**Wiring by layer**

Two of the layers only.
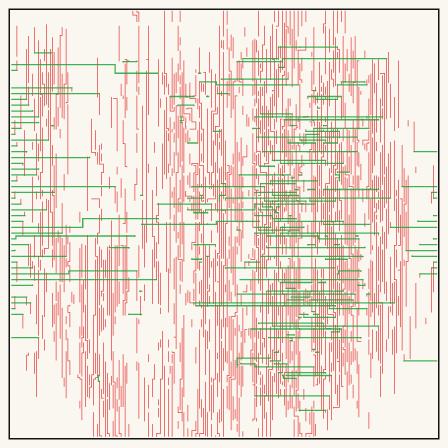
**Signal wires on met1**

Supply wires on this layer in grey.
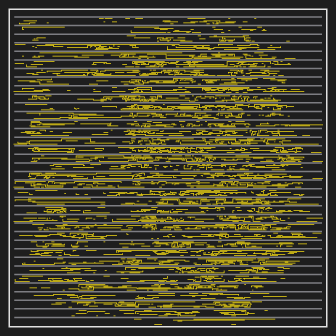
**Met4 routing**

Supply wires on this layer in grey.
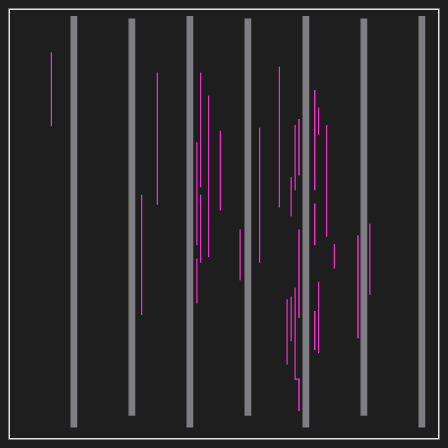
### config.mk
export PLATFORM = sky130hd
export DESIGN_NAME = fetch_unit_flat
export DESIGN_NICKNAME = d
export VERILOG_FILES = /design/src/rtl/fetch_unit_pkg.sv /design/src/rtl/fetch_unit_if.sv /design/src/rtl/fetch_unit_pc_next.sv /design/src/rtl/fetch_unit.sv /design/src/flat_wrapper.sv
export SDC_FILE = /design/constraint.sdc
export NUM_CORES = 1
export LEC_CHECK = 0
export ABC_AREA = 1
export CORE_UTILIZATION = 46
export CTS_BUF_LIST = sky130_fd_sc_hd__clkbuf_2
export DETAILED_ROUTE_END_ITERATION = 8
export GPL_ROUTABILITY_DRIVEN = 0
export HOLD_SLACK_MARGIN = 0.08
export PLACE_DENSITY = 0.78
export SLEW_MARGIN = 10
export SYNTH_ARGS = -nofsm -noshare
export SYNTH_HDL_FRONTEND = slang
export SYNTH_SLANG_ARGS = --single-unit
### constraint.sdc
create_clock -name clk -period 1.8 [get_ports clk]
set_input_delay 0.36 -clock clk [delete_from_list [all_inputs] [get_ports clk]]
set_output_delay 0.36 -clock clk [all_outputs]
set_load 0.01 [all_outputs]
### src/rtl/fetch_unit_pkg.sv
// Shared CPU definitions for the fetch stage: opcode constants, instruction
// field positions and the fetch FSM encoding.
package fetch_unit_pkg;
  localparam logic [3:0] OP_NOOP = 4'd0;
  localparam logic [3:0] OP_HLT  = 4'd15;

  localparam int OPC_LSB = 28;
  localparam int MM_LSB  = 24;
  localparam int IMM_W   = 16;

  typedef enum logic [1:0] {
    ST_IDLE = 2'd0,
    ST_REQ  = 2'd1,
    ST_WAIT = 2'd2,
    ST_HALT = 2'd3
  } fsm_e;

  function automatic logic [3:0] opc_of(input logic [31:0] w);
    return w[OPC_LSB +: 4];
  endfunction

  function automatic logic [3:0] mm_of(input logic [31:0] w);
    return w[MM_LSB +: 4];
  endfunction
endpackage

### src/rtl/fetch_unit_if.sv
// Instruction-memory read bus between the fetch unit (master) and memory (slave).
interface fetch_unit_if #(parameter int ADDR_W = 16);
  logic              im_req;
  logic [ADDR_W-1:0] im_addr;
  logic              im_rdy;
  logic [31:0]       im_data;

  modport master (output im_req, im_addr, input  im_rdy, im_data);
  modport slave  (input  im_req, im_addr, output im_rdy, im_data);
endinterface

### src/rtl/fetch_unit_pc_next.sv
// Combinational next-PC selection: clear, increment, absolute or relative branch.
module pc_next #(
  parameter int ADDR_W = 16
) (
  input  logic [ADDR_W-1:0] pc,
  input  logic [ADDR_W-1:0] abs_tgt,
  input  logic [15:0]       rel_off,
  input  logic              pc_rst,
  input  logic              pc_write,
  input  logic              pc_sel,
  input  logic              br_sel,
  output logic              pc_en,
  output logic [ADDR_W-1:0] pc_nxt
);
  logic [ADDR_W-1:0] rel_ext;

  // signed size cast sign-extends the 16-bit offset to the PC width
  assign rel_ext = ADDR_W'($signed(rel_off));

  always_comb begin
    pc_en  = pc_rst | pc_write;
    pc_nxt = pc;
    if (pc_rst)           pc_nxt = '0;
    else if (pc_write) begin
      if (!pc_sel)        pc_nxt = pc + ADDR_W'(1);
      else if (br_sel)    pc_nxt = abs_tgt;
      else                pc_nxt = pc + rel_ext;
    end
  end
endmodule

### src/rtl/fetch_unit.sv
// Instruction fetch stage: issues one memory read per FETCH pulse, loads the IR,
// handles memory timeouts and parks in HALT on a HLT opcode.
module fetch_unit
  import fetch_unit_pkg::*;
#(
  parameter int ADDR_W  = 16,
  parameter int TIMEOUT = 16
) (
  input  logic              clk,
  input  logic              rst_f,
  input  logic              fetch,
  input  logic              pc_write,
  input  logic              pc_sel,
  input  logic              br_sel,
  input  logic              pc_rst,
  fetch_unit_if.master      im,
  output logic [31:0]       instr,
  output logic [3:0]        opcode,
  output logic [3:0]        mm,
  output logic [ADDR_W-1:0] pc,
  output logic              ir_valid,
  output logic              busy,
  output logic              fetch_err,
  output logic              halted
);
  localparam int CNT_W = $clog2(TIMEOUT + 1);

  fsm_e              state, state_nxt;
  logic              accept, capture, expire, load, is_hlt;
  logic [CNT_W-1:0]  wait_cnt;
  logic              im_req_q;
  logic [ADDR_W-1:0] im_addr_q;
  logic              pc_en;
  logic [ADDR_W-1:0] pc_nxt;

  assign is_hlt = (opc_of(im.im_data) == OP_HLT);

  always_ff @(posedge clk or negedge rst_f) begin
    if (!rst_f) state <= ST_IDLE;
    else        state <= state_nxt;
  end

  always_comb begin
    state_nxt = state;
    accept    = 1'b0;
    capture   = 1'b0;
    expire    = 1'b0;
    case (state)
      ST_IDLE: if (fetch) begin
        accept    = 1'b1;
        state_nxt = ST_REQ;
      end
      ST_REQ:  state_nxt = ST_WAIT;
      ST_WAIT: begin
        if (im.im_rdy) begin
          capture   = 1'b1;
          state_nxt = is_hlt ? ST_HALT : ST_IDLE;
        end else if (wait_cnt == CNT_W'(TIMEOUT - 1)) begin
          expire    = 1'b1;
          state_nxt = ST_IDLE;
        end
      end
      ST_HALT: state_nxt = ST_HALT;
      default: state_nxt = ST_IDLE;
    endcase
  end

  assign load = capture | expire;

  always_ff @(posedge clk or negedge rst_f) begin
    if (!rst_f) begin
      im_req_q  <= 1'b0;
      im_addr_q <= '0;
      instr     <= '0;
      wait_cnt  <= '0;
      ir_valid  <= 1'b0;
      fetch_err <= 1'b0;
      halted    <= 1'b0;
      pc        <= '0;
    end else begin
      ir_valid <= load;
      wait_cnt <= (state == ST_WAIT && !load) ? wait_cnt + CNT_W'(1) : '0;
      // address is frozen at accept; PC may move freely while the read is in flight
      if (accept) begin
        im_req_q  <= 1'b1;
        im_addr_q <= pc;
        fetch_err <= 1'b0;
      end else if (load) begin
        im_req_q  <= 1'b0;
      end
      if (capture)     instr <= im.im_data;
      else if (expire) instr <= {OP_NOOP, 28'd0};
      if (expire)             fetch_err <= 1'b1;
      if (capture && is_hlt)  halted    <= 1'b1;
      if (pc_en)              pc        <= pc_nxt;
    end
  end

  pc_next #(.ADDR_W(ADDR_W)) u_pc_next (
    .pc       (pc),
    .abs_tgt  (instr[ADDR_W-1:0]),
    .rel_off  (instr[15:0]),
    .pc_rst   (pc_rst),
    .pc_write (pc_write),
    .pc_sel   (pc_sel),
    .br_sel   (br_sel),
    .pc_en    (pc_en),
    .pc_nxt   (pc_nxt)
  );

  assign im.im_req  = im_req_q;
  assign im.im_addr = im_addr_q;
  assign busy       = (state == ST_REQ) || (state == ST_WAIT);
  assign opcode     = opc_of(instr);
  assign mm         = mm_of(instr);
endmodule

### src/flat_wrapper.sv
// flat-port wrapper written by rule: the top's interface ports become plain ports
module fetch_unit_flat import fetch_unit_pkg::*;
#(
  parameter int ADDR_W  = 16,
  parameter int TIMEOUT = 16
)
  (clk, rst_f, fetch, pc_write, pc_sel, br_sel, pc_rst, instr, opcode, mm, pc, ir_valid, busy, fetch_err, halted, im_im_req, im_im_addr, im_im_rdy, im_im_data);
  fetch_unit_if #(.ADDR_W(ADDR_W)) im_i ();
  input  logic clk;
  input  logic rst_f;
  input  logic fetch;
  input  logic pc_write;
  input  logic pc_sel;
  input  logic br_sel;
  input  logic pc_rst;
  output logic [31:0] instr;
  output logic [3:0] opcode;
  output logic [3:0] mm;
  output logic [ADDR_W-1:0] pc;
  output logic ir_valid;
  output logic busy;
  output logic fetch_err;
  output logic halted;
  output wire logic [$bits(im_i.im_req)-1:0] im_im_req;
  output wire logic [$bits(im_i.im_addr)-1:0] im_im_addr;
  input wire logic [$bits(im_i.im_rdy)-1:0] im_im_rdy;
  input wire logic [$bits(im_i.im_data)-1:0] im_im_data;
  assign im_im_req = im_i.im_req;
  assign im_im_addr = im_i.im_addr;
  assign im_i.im_rdy = im_im_rdy;
  assign im_i.im_data = im_im_data;
  fetch_unit #(.ADDR_W(ADDR_W), .TIMEOUT(TIMEOUT)) u_core (.clk(clk), .rst_f(rst_f), .fetch(fetch), .pc_write(pc_write), .pc_sel(pc_sel), .br_sel(br_sel), .pc_rst(pc_rst), .im(im_i), .instr(instr), .opcode(opcode), .mm(mm), .pc(pc), .ir_valid(ir_valid), .busy(busy), .fetch_err(fetch_err), .halted(halted));
endmodule
==> Changelog: implementation <==
### Metrics

- LEAKAGE: 3.803 nW
- Cell Area, Placed: around 6000 µm²
- CP max stage delay: 440 ps
- Std-Cell Rows: 35
- Postcts setup bufs: 42
- Width of the die: 100.1 µm
- Adder-Cell Fraction of Synth Area: 0.06665
- RSZ-0062 raised after global routing: true
- Synth async-reset ratio: 1.000
- Fin crit share: 1.061
- Post-synth top flop: dfrtp_1
- Reg clk slew, reported paths: 250 ps
- Max cap viols: 0
- Yosys Instances: 571
- ANT cells: 0
- CP Capture Type: flop
- Buffers on Ports: 116
- Die area: 10030 µm²
- Total clock sinks: 75
- Critical path's top delay family: adder cells
- Register area share after synthesis: 0.4236
- Most used cell, CP: inv_2
- Yosys aoi share: 0.1548
- Via Count: 4950
- Largest Register: u_core.instr
- Max FO, Critical Path: 3
- # hold bufs at CTS: 1
- H-tree depth: 3
- Final Hold Viols: 0
- Failing checks: setup timing
- Area grow syn2layout: 57.92%
- Worst setup startpoint: u_core.instr[0]$_DFFE_PN0P_
- Mapped Cells: 571
- Initial antenna violation count: 0
- Status: finished with violations
- Nets@finish: 839
- Synth Net Count: 634
- Chip height: between 100 and 150 µm
- Largest net degree at the start of global routing: between 50 and 60
- Max FFs per register: 32
- CP endpoint: u_core.pc[4]$_DFFE_PN0P_
- Post-synth EDFFs: 0
- Vias in the first global route: 4888
- IO Count: 117
- Startpoint Class: flop
- Detailed-route wire length: 15740 µm
- Final setup margin: -109.0 ps
- Worst Hold Class: input port to asynchronous set/reset pin
- Post-CTS Resized: 123
- CP Cell Sequence: ha_2, inv_2, fa_2, inv_2, nand3_2, nand3_4, xnor2_1, o21ai_1, nand3_1, o21ai_0
- Average cell area after synthesis: slightly below 8 µm²
- Post-synthesis cell area: 4430 µm²
- Top cells by count, synth: nand2_1, inv_1, dfrtp_1
- Dpl cells: 840
- # DRC: 0
- DR WL/cell: roughly 17 µm
- R2R depth: 10
- Levels on crit path: 10
- Worst r2r src: u_core.instr[0]$_DFFE_PN0P_
- Reg-to-reg endpoint: u_core.pc[4]$_DFFE_PN0P_
- Final hold slack: 236.0 ps
- Yosys Chip Area: 4430 µm²
- Max-slew violation total from the final report: 0
- Layout cell share with drive strength beyond 1: 0.2791
- Peak supply drop: 867.6 µV
- Slowest cell on crit path: dfrtp_1
- Num CTS Buffers: 9
- Cell with the most instances after synthesis: nand2_1
- Clk root buf: clkbuf_2
- Main area contributors: dfrtp_1, nand2_1, inv_1
- Setup Viol. Count Final: 12
Back to the opening pictures, 'wiring by layer':
layer	colour	wire length
metal 3	green	1590 µm
metal 2	red	7710 µm

Back to the opening pictures, 'signal wires on met1':
main direction	horizontal
share of all routed wire	38%

Back to the opening pictures, 'met4 routing':
share of all routed wire	3.4%
main direction	vertical
nets with wire on the layer	26

cell type report:
cell class	count	area, µm²
multi-input cells	391	2577
fillers	655	2287
repair buffers	218	1904
flip-flops and latches	75	1878
inverters	81	311.5
well taps	129	161.4
clock inverters	6	113.9
clock buffers	10	50.05
cells in the final DEF, fill, tap and decap left out, types with 5 or more instances in the layout:
master             n
nor2_1            27
ha_4              14
dfrtp_1           74
clkdlybuf4s15_1   10
buf_4             87
nand3_2           12
nand2_2           19
nand3_1           19
a22o_1            31
o21ai_1            7
nand2_4           11
dlygate4sd2_1     62
a21oi_1           24
inv_1             71
clkdlybuf4s50_1   38
nand2_1          134
o21ai_0           34
inv_2              7
ha_1               5
buf_6             14
xnor2_1            5
clkbuf_2          14
where the power goes:
group,leakage [nW],switching [mW],internal (mW),total (mW)
combinational,2.74,2.75,2.76,5.52
sequential,0.976,0.361,2.26,2.62
clock,0.0883,0.644,0.606,1.25
through the flow:
stage / total power [mW] / worst slack [ps] / utilization / TNS (ps)
after floorplan: 4.822 / 19.10 / - / 0
after global placement: 6.902 / -2.689 / 0.6485 / -2.689
after detailed placement: 7.016 / -61.08 / 0.6485 / -152.3
after CTS: 8.522 / -28.93 / 0.7125 / -49.20
after global routing: 9.926 / -135.5 / 0.7536 / -1256
final: 9.385 / -109.0 / 0.7536 / -463.7
metal layers:
metal | vias up | track usage | wire length [µm]
met5 | - | 0 | 0
li1 | 2269 | - | -
met3 | 66 | 0.05641 | 1591
met2 | 291 | 0.5000 | 7710
met1 | 2324 | 0.3656 | 5909
met4 | 0 | 0.1293 | 529
worst reg2reg max path: cells and delay by family (launching register included):
kind	cells	cell delay, ps
flip-flops	1	440
AND/OR/NAND/NOR	3	270
adder cells (fa/ha/maj)	2	570
buffers and inverters	2	130
XOR/XNOR	1	80
AND-OR/OR-AND	2	340
Power figures rest on the tool's default switching activity, not on a simulated workload.
